==> src/rtl/seq_mul_pkg.sv <==
// Shared types and helpers for the iterative shift-add multiplier.
// The optional feature macro SEQMUL_EARLY_TERM_EN lives in seq_mul_ctrl.
package seq_mul_pkg;

    typedef enum logic [1:0] {
        IDLE = 2'd0,
        RUN  = 2'd1,
        DONE = 2'd2
    } state_e;

    // Widest operand abs_mag can handle; callers sign-extend into this and truncate back.
    localparam int MAG_MAX_W = 64;

    function automatic logic [MAG_MAX_W-1:0] abs_mag(input logic [MAG_MAX_W-1:0] x,
                                                     input logic                 sgn);
        logic [MAG_MAX_W-1:0] mag_v;
        if (sgn && x[MAG_MAX_W-1]) begin
            mag_v = (~x) + {{(MAG_MAX_W-1){1'b0}}, 1'b1};
        end else begin
            mag_v = x;
        end
        return mag_v;
    endfunction

endpackage

==> src/rtl/seq_mul_if.sv <==
// Operand/result handshake bundle between staging logic, multiplier and writeback.
interface seq_mul_if #(
    parameter int WIDTH = 32
);
    logic               in_valid;
    logic               in_ready;
    logic [WIDTH-1:0]   a;
    logic [WIDTH-1:0]   b;
    logic               is_signed;
    logic               out_valid;
    logic               out_ready;
    logic [2*WIDTH-1:0] result;

    modport master (
        output in_valid, a, b, is_signed, out_ready,
        input  in_ready, out_valid, result
    );

    modport slave (
        input  in_valid, a, b, is_signed, out_ready,
        output in_ready, out_valid, result
    );
endinterface

==> src/rtl/seq_mul_ctrl.sv <==
// Sequencer: IDLE/RUN/DONE FSM, iteration counter, handshake flags, last-iteration decode.
// SEQMUL_EARLY_TERM_EN: also finish once no multiplier bits remain.
module seq_mul_ctrl
    import seq_mul_pkg::*;
#(
    parameter int WIDTH = 32
) (
    input  logic clk,
    input  logic rst_n,
    input  logic in_valid,
    input  logic out_ready,
`ifdef SEQMUL_EARLY_TERM_EN
    input  logic rest_zero,
`endif
    output logic in_ready,
    output logic out_valid,
    output logic accept,
    output logic run,
    output logic last
);
    localparam int CNT_W = $clog2(WIDTH);

    state_e           state_r;
    logic [CNT_W-1:0] cnt_r;
    logic             in_ready_r;
    logic             out_valid_r;
    logic             early_s;

`ifdef SEQMUL_EARLY_TERM_EN
    assign early_s = rest_zero;
`else
    assign early_s = 1'b0;
`endif

    // Handshake and iteration-end decode from registered state.
    always_comb begin
        accept = in_valid & in_ready_r;
        run    = (state_r == RUN);
        last   = run & ((cnt_r == CNT_W'(WIDTH-1)) | early_s);
    end

    assign in_ready  = in_ready_r;
    assign out_valid = out_valid_r;

    // Operation sequencing with registered handshake outputs.
    always_ff @(posedge clk or negedge rst_n) begin
        if (!rst_n) begin
            state_r     <= IDLE;
            cnt_r       <= {CNT_W{1'b0}};
            in_ready_r  <= 1'b1;
            out_valid_r <= 1'b0;
        end else begin
            case (state_r)
                IDLE: begin
                    if (accept) begin
                        state_r    <= RUN;
                        cnt_r      <= {CNT_W{1'b0}};
                        in_ready_r <= 1'b0;
                    end
                end
                RUN: begin
                    cnt_r <= cnt_r + CNT_W'(1);
                    if (last) begin
                        state_r     <= DONE;
                        out_valid_r <= 1'b1;
                    end
                end
                DONE: begin
                    if (out_valid_r && out_ready) begin
                        state_r     <= IDLE;
                        out_valid_r <= 1'b0;
                        in_ready_r  <= 1'b1;
                    end
                end
                default: begin
                    state_r     <= IDLE;
                    cnt_r       <= {CNT_W{1'b0}};
                    in_ready_r  <= 1'b1;
                    out_valid_r <= 1'b0;
                end
            endcase
        end
    end

endmodule

==> src/rtl/seq_multiplier.sv <==
// WIDTH x WIDTH -> 2*WIDTH shift-add multiplier, one multiplier bit per clock, signed/unsigned at runtime.
// Define SEQMUL_EARLY_TERM_EN to stop as soon as the remaining multiplier bits are all zero.
module seq_multiplier
    import seq_mul_pkg::*;
#(
    parameter int WIDTH = 32
) (
    input  logic      clk,
    input  logic      rst_n,
    seq_mul_if.slave  bus
);
    localparam int PW = 2 * WIDTH;

    logic             accept_s;
    logic             run_s;
    logic             last_s;
    logic [WIDTH-1:0] a_mag_s;
    logic [WIDTH-1:0] b_mag_s;
    logic             neg_s;
    logic [PW-1:0]    acc_next_s;
    logic [PW-1:0]    acc_r;
    logic [PW-1:0]    mcand_r;
    logic [WIDTH-1:0] mplier_r;
    logic             neg_r;
    logic [PW-1:0]    result_r;

    seq_mul_ctrl #(
        .WIDTH (WIDTH)
    ) u_ctrl (
        .clk       (clk),
        .rst_n     (rst_n),
        .in_valid  (bus.in_valid),
        .out_ready (bus.out_ready),
`ifdef SEQMUL_EARLY_TERM_EN
        .rest_zero ((mplier_r >> 1) == {WIDTH{1'b0}}),
`endif
        .in_ready  (bus.in_ready),
        .out_valid (bus.out_valid),
        .accept    (accept_s),
        .run       (run_s),
        .last      (last_s)
    );

    // Magnitudes are unsigned WIDTH bits so the most negative operand is still exact.
    always_comb begin
        a_mag_s = WIDTH'(abs_mag(MAG_MAX_W'($signed(bus.a)), bus.is_signed));
        b_mag_s = WIDTH'(abs_mag(MAG_MAX_W'($signed(bus.b)), bus.is_signed));
        neg_s   = bus.is_signed & (bus.a[WIDTH-1] ^ bus.b[WIDTH-1]);
        if (mplier_r[0]) begin
            acc_next_s = acc_r + mcand_r;
        end else begin
            acc_next_s = acc_r;
        end
    end

    // Operand capture on accept, one shift-add step per RUN cycle, sign fix-up into result.
    always_ff @(posedge clk or negedge rst_n) begin
        if (!rst_n) begin
            acc_r    <= {PW{1'b0}};
            mcand_r  <= {PW{1'b0}};
            mplier_r <= {WIDTH{1'b0}};
            neg_r    <= 1'b0;
            result_r <= {PW{1'b0}};
        end else if (accept_s) begin
            acc_r    <= {PW{1'b0}};
            mcand_r  <= {{WIDTH{1'b0}}, a_mag_s};
            mplier_r <= b_mag_s;
            neg_r    <= neg_s;
        end else if (run_s) begin
            acc_r    <= acc_next_s;
            mcand_r  <= mcand_r << 1;
            mplier_r <= mplier_r >> 1;
            if (last_s) begin
                result_r <= neg_r ? ((~acc_next_s) + {{(PW-1){1'b0}}, 1'b1}) : acc_next_s;
            end
        end
    end

    assign bus.result = result_r;

endmodule
==> src/flat_wrapper.sv <==
// flat-port wrapper written by rule: the top's interface ports become plain ports
module seq_multiplier_flat import seq_mul_pkg::*;
#(
    parameter int WIDTH = 32
)
  (clk, rst_n, bus_in_valid, bus_a, bus_b, bus_is_signed, bus_out_ready, bus_in_ready, bus_out_valid, bus_result);
  seq_mul_if #(.WIDTH(WIDTH)) bus_i ();
  input  logic clk;
  input  logic rst_n;
  input wire logic [$bits(bus_i.in_valid)-1:0] bus_in_valid;
  input wire logic [$bits(bus_i.a)-1:0] bus_a;
  input wire logic [$bits(bus_i.b)-1:0] bus_b;
  input wire logic [$bits(bus_i.is_signed)-1:0] bus_is_signed;
  input wire logic [$bits(bus_i.out_ready)-1:0] bus_out_ready;
  output wire logic [$bits(bus_i.in_ready)-1:0] bus_in_ready;
  output wire logic [$bits(bus_i.out_valid)-1:0] bus_out_valid;
  output wire logic [$bits(bus_i.result)-1:0] bus_result;
  assign bus_i.in_valid = bus_in_valid;
  assign bus_i.a = bus_a;
  assign bus_i.b = bus_b;
  assign bus_i.is_signed = bus_is_signed;
  assign bus_i.out_ready = bus_out_ready;
  assign bus_in_ready = bus_i.in_ready;
  assign bus_out_valid = bus_i.out_valid;
  assign bus_result = bus_i.result;
  seq_multiplier #(.WIDTH(WIDTH)) u_core (.clk(clk), .rst_n(rst_n), .bus(bus_i));
endmodule
==> config.mk <==
export PLATFORM = sky130hd
export DESIGN_NAME = seq_multiplier_flat
export DESIGN_NICKNAME = d
export VERILOG_FILES = /design/src/rtl/seq_mul_pkg.sv /design/src/rtl/seq_mul_if.sv /design/src/rtl/seq_mul_ctrl.sv /design/src/rtl/seq_multiplier.sv /design/src/flat_wrapper.sv
export SDC_FILE = /design/constraint.sdc
export NUM_CORES = 1
export LEC_CHECK = 0
export ABC_AREA = 1
export CAP_MARGIN = 10
export CORE_ASPECT_RATIO = 1.5
export CORE_MARGIN = 4
export CORE_UTILIZATION = 45
export CTS_BUF_LIST = sky130_fd_sc_hd__clkbuf_8
export CTS_CLUSTER_SIZE = 10
export DETAILED_ROUTE_END_ITERATION = 6
export GPL_TIMING_DRIVEN = 0
export PLACE_DENSITY = 0.66
export SLEW_MARGIN = 20
export SYNTH_ARGS = -nofsm -noshare
export SYNTH_HDL_FRONTEND = slang
export SYNTH_SLANG_ARGS = --single-unit
==> constraint.sdc <==
create_clock -name clk -period 3.1 [get_ports clk]
set_clock_uncertainty 0.15 [all_clocks]
set_input_delay 0.31 -clock clk [delete_from_list [all_inputs] [get_ports clk]]
set_output_delay 0.31 -clock clk [all_outputs]
set_load 0.02 [all_outputs]
Fig. 1: run 1, signal metal coverage by tile
18 x 26 tiles, from dark purple (low) to yellow (high), scaled to the fullest tile. Values are wire area over tile area, all layers added.
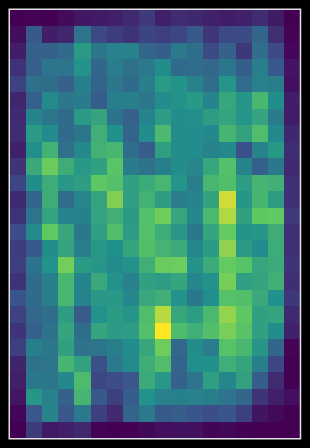
tiles over half the peak: 37%
fullest tile: 0.72
nearly empty tiles: 4.3%
mean over tiles: 0.30

Fig. 2: run 1, sequential cells grouped by signal name
Scale bar: 50 microns. Other sequential cells in the stronger grey, the rest of the logic in the fainter grey.
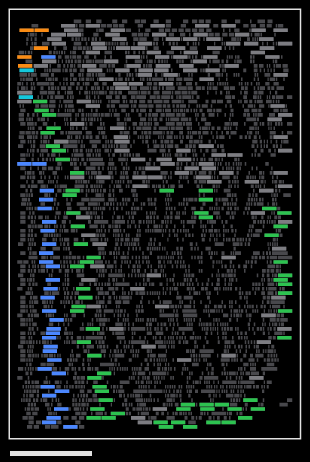
legend:
  u_core.u_ctrl.cnt_r:
    colour: orange
    sequential_cells: 5
    where: upper left
  u_core.u_ctrl.state_r:
    colour: cyan
    sequential_cells: 2
  u_core.mcand_r:
    colour: green
    sequential_cells: 64
    where: all over the die
  u_core.mplier_r:
    colour: blue
    sequential_cells: 32
not coloured: 131
Seq group: 5.56 mW
Layout Utilization: 0.588
FF/Latch Area: 5870 sq um
sequential portion of the cell area: 0.237

Fig. 3: run 1, clock nets
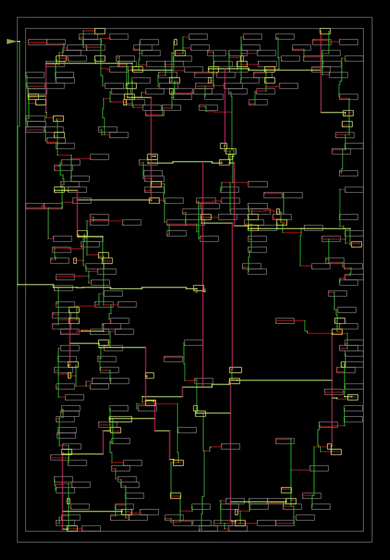
clock sink total: 234
power drawn by the clock network: 3.12 mW
number of buffers created by CTS: 41

==> results.txt, run 1 <==
Results of an implementation run.

The flow ran to the end, but the final reports show violations. The final reports fail on negative setup slack. The final timing report gives a worst setup slack of -0.392 ns. The floorplan step defined a core boundary enclosing 42,100 sq um. Buffers added to address setup during post-CTS repair amount to 38. The script computed a power per unit cell area of 1190 nW/um^2. The HPWL after detailed placement is 63,000 microns.

The initial cell density of the core is 0.457. For the worst-skew pair, the clock arrives at the later sink with an insertion delay of 0.63 ns. The post-route setup TNS is -12.49 ns.

The clock passes through at most 3 buffers. Walking the worst path, the cells encountered are ha_2 > inv_2 > fa_2 > inv_2 > nand3_4 > nand2_4 > nand2_4 > nand2_8 > nand2_4 > nand2_4 > nand2_2 > nand2_2 > nand2_2 > nand2_4 > nand2_4 > nor3_4 > buf_4 > nand4_1 > buf_4 > o21ai_1 > xnor2_1 > o21ai_1. The number of buffers and inverters on the critical path is 4. Sorting the Yosys area breakdown by cell type puts at the top sky130_fd_sc_hd__dfrtp_1.

The number of failing hold endpoints at the final stage is 0. The number of inserted filler cells in the final layout is 4,216. Per the final report, the share of cell area in clock cells is 0.0350. The total count of max-transition violations in the final report is 0.

The total power is 29.4 mW. The nature of the critical path endpoint is a flip-flop. Post-synth the commonest register cell is sky130_fd_sc_hd__dfrtp_1. The internal power summed over all cells is 13.0 mW. The shortest period the worst path allows is 3.49 ns. The post-detailed-routing wire length is 80,000 microns.

The setup-violating endpoint count in the final report is 43. The xor/xnor share of the synthesized area is 0.0264. The share of Yosys cell area claimed by the top area cell type is 0.303. The cell count listed in synth_stat.txt is 3,116. The fraction of cell area in multi-input combinational cells is reported as 0.521. The number of synthesized flops with an enable pin is 0. The global routing report lists met3 layer usage as 0.0349. The power dissipated in combinational cells is 20.7 mW. The clock transition time at the flip-flop clock pins of the worst setup and hold paths is 0.06 ns. The part of the total power dissipated in the clock network is 0.106. The share of async-settable or async-resettable flops after synthesis is 1.00. Ranking logic cells in the layout by count gives the top entries sky130_fd_sc_hd__nand2_1, sky130_fd_sc_hd__inv_1, sky130_fd_sc_hd__dfrtp_1. Per the post-synthesis report, the nets total 3,254. The main logic family after synthesis is simple AND/OR/NAND/NOR gates. The instance count on the critical path is 22. The multi-input combinational cell count is 2,253. The layout report lists the non-clock buffer share of cell area as 0.0961. The number of DRC markers after the initial detailed-route iteration is 1,373.
--- run 2 (diff from run 1) ---
Settings changed: CORE_ASPECT_RATIO 1.5 to not set.
Fig. 4: run 2, cell density map
Scale bar: 50 microns. 21 x 21 tiles, from dark purple (low) to yellow (high), 0 to 100% covered.
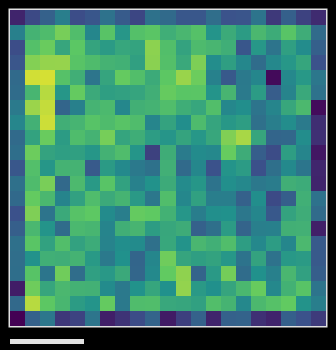
mean over tiles: 52%
tiles over 75% full: 9.1%
nearly empty tiles: 0.20%

==> run 2 against run 1 <==
- the flow still finishes with violations (negative setup slack)
- worst setup slack worse by 0.010 ns
- die area is 0.15% lower
- synthesized cell count stayed put
- sequential share of layout area is 0.20 points higher
- clock power is 9.6% higher
- highest routed layer unchanged
- critical path depth is 2 higher
- sequential power hardly changed
- area after synthesis stayed put
==> results.txt, run 2 <==
Results of an implementation run.

The clock transition time at the flip-flop clock pins of the worst setup and hold paths was 0.07 ns (was 0.06 ns). The setup-violating endpoint count in the final report is 43 (unchanged). The clock tree buffer depth came to 3 (unchanged). The met3 wirelength from detailed routing is 4190 microns (was 3390 microns).

The number of DRC markers after the initial detailed-route iteration is 1,573 (was 1,373). The xor/xnor share of the synthesized area is 0.0264 (unchanged). The clock net sink count came to 234 (unchanged). The number of failing hold endpoints at the final stage is 0 (unchanged). The power dissipated in combinational cells is 20.0 mW (was 20.7 mW). The internal power summed over all cells is 13.1 mW (was 13.0 mW). The power dissipated in sequential cells is 5.54 mW (was 5.56 mW). The global routing met3 resource utilization is 0.0367 (was 0.0349). The part of the total power dissipated in the clock network is 0.118 (was 0.106). The power density relative to cell area is 1180 nW/um^2 (was 1190 nW/um^2). The cell type with the largest total area after synthesis is sky130_fd_sc_hd__dfrtp_1 (unchanged). The cell count listed in synth_stat.txt came to 3,116 (unchanged). The fraction of area in registers came to 0.239 (was 0.237).

The number of synthesized flops with an enable pin is 0 (unchanged). The post-detailed-routing wire length is 77,700 microns (was 80,000 microns). Status: finished with violations (unchanged). The total count of max-transition violations in the final report is 0 (unchanged).

The multi-input combinational cell count was 2,253 (unchanged). The total buffers and inverters traversed by the critical path is 3 (was 4). The fraction of standard cell area in multi-input logic is 0.521 (about the same). The post-route setup TNS is -11.29 ns (was -12.49 ns). The instance count on the critical path came to 24 (was 22). The net count after synthesis is 3,254 (unchanged). The primary flip-flop cell chosen by synthesis mapping was sky130_fd_sc_hd__dfrtp_1 (unchanged). The number of inserted filler cells in the final layout is 4,164 (was 4,216).

The post-route worst setup slack came to -0.402 ns (was -0.392 ns). The share of async-settable or async-resettable flops after synthesis is 1.00 (unchanged). The portion of the layout cell area used by clock cells is 0.0392 (was 0.0350). Cells traversed along the worst timing path: ha_2 > inv_2 > fa_2 > nand2_2 > o21ai_2 > ha_2 > inv_2 > nor2_4 > nand3_2 > nor2_4 > nand2_1 > nor2_2 > nand2_2 > nor2_4 > nand2_2 > nor2_4 > nand4_1 > inv_2 > nand2_4 > nand2_8 > nand2_4 > nand2_2 > nand3_2 > nand2_2 (was ha_2 > inv_2 > fa_2 > inv_2 > nand3_4 > nand2_4 > nand2_4 > nand2_8 > nand2_4 > nand2_4 > nand2_2 > nand2_2 > nand2_2 > nand2_4 > nand2_4 > nor3_4 > buf_4 > nand4_1 > buf_4 > o21ai_1 > xnor2_1 > o21ai_1).

The area used by sequential logic in the layout is 5860 sq um (was 5870 sq um). The buffering overhead was 0.0901 (was 0.0961). Violations in the final reports: negative setup slack (unchanged). The switching power is 15.9 mW (was 16.4 mW). The shortest period the worst path allows is 3.50 ns (was 3.49 ns). The diode insertion count for antenna repair is 0 (was 1). Dominant logic cell types in the final layout: sky130_fd_sc_hd__nand2_1, sky130_fd_sc_hd__inv_1, sky130_fd_sc_hd__dfrtp_1 (unchanged).

The detailed placement HPWL was 61,100 microns (was 63,000 microns). The initial cell density of the core came to 0.457 (about the same). Cell area leaders: sky130_fd_sc_hd__dfrtp_1, sky130_fd_sc_hd__nand2_1, sky130_fd_sc_hd__inv_1 (unchanged).

The number of warnings in the stage logs is 28 (unchanged). The total power is 29.0 mW (was 29.4 mW). The area of the placeable core is 42,100 sq um (about the same). The total routing resource utilization after global routing came to 0.324 (was 0.337). The number of buffers inserted during clock tree synthesis is 45 (was 41). The main logic family after synthesis is simple AND/OR/NAND/NOR gates (unchanged). The type of the tightest min-delay check is in -> async (unchanged).
Fig. 5: run 2, clock nets
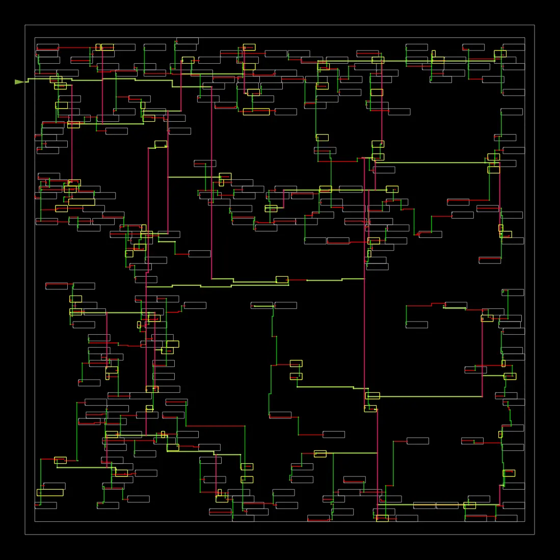
clock latency at the later pin of the worst-skew pair: 0.64 ns
power drawn by the clock network: 3.42 mW
registers: 234

Power figures rest on the tool's default switching activity, not on a simulated workload.
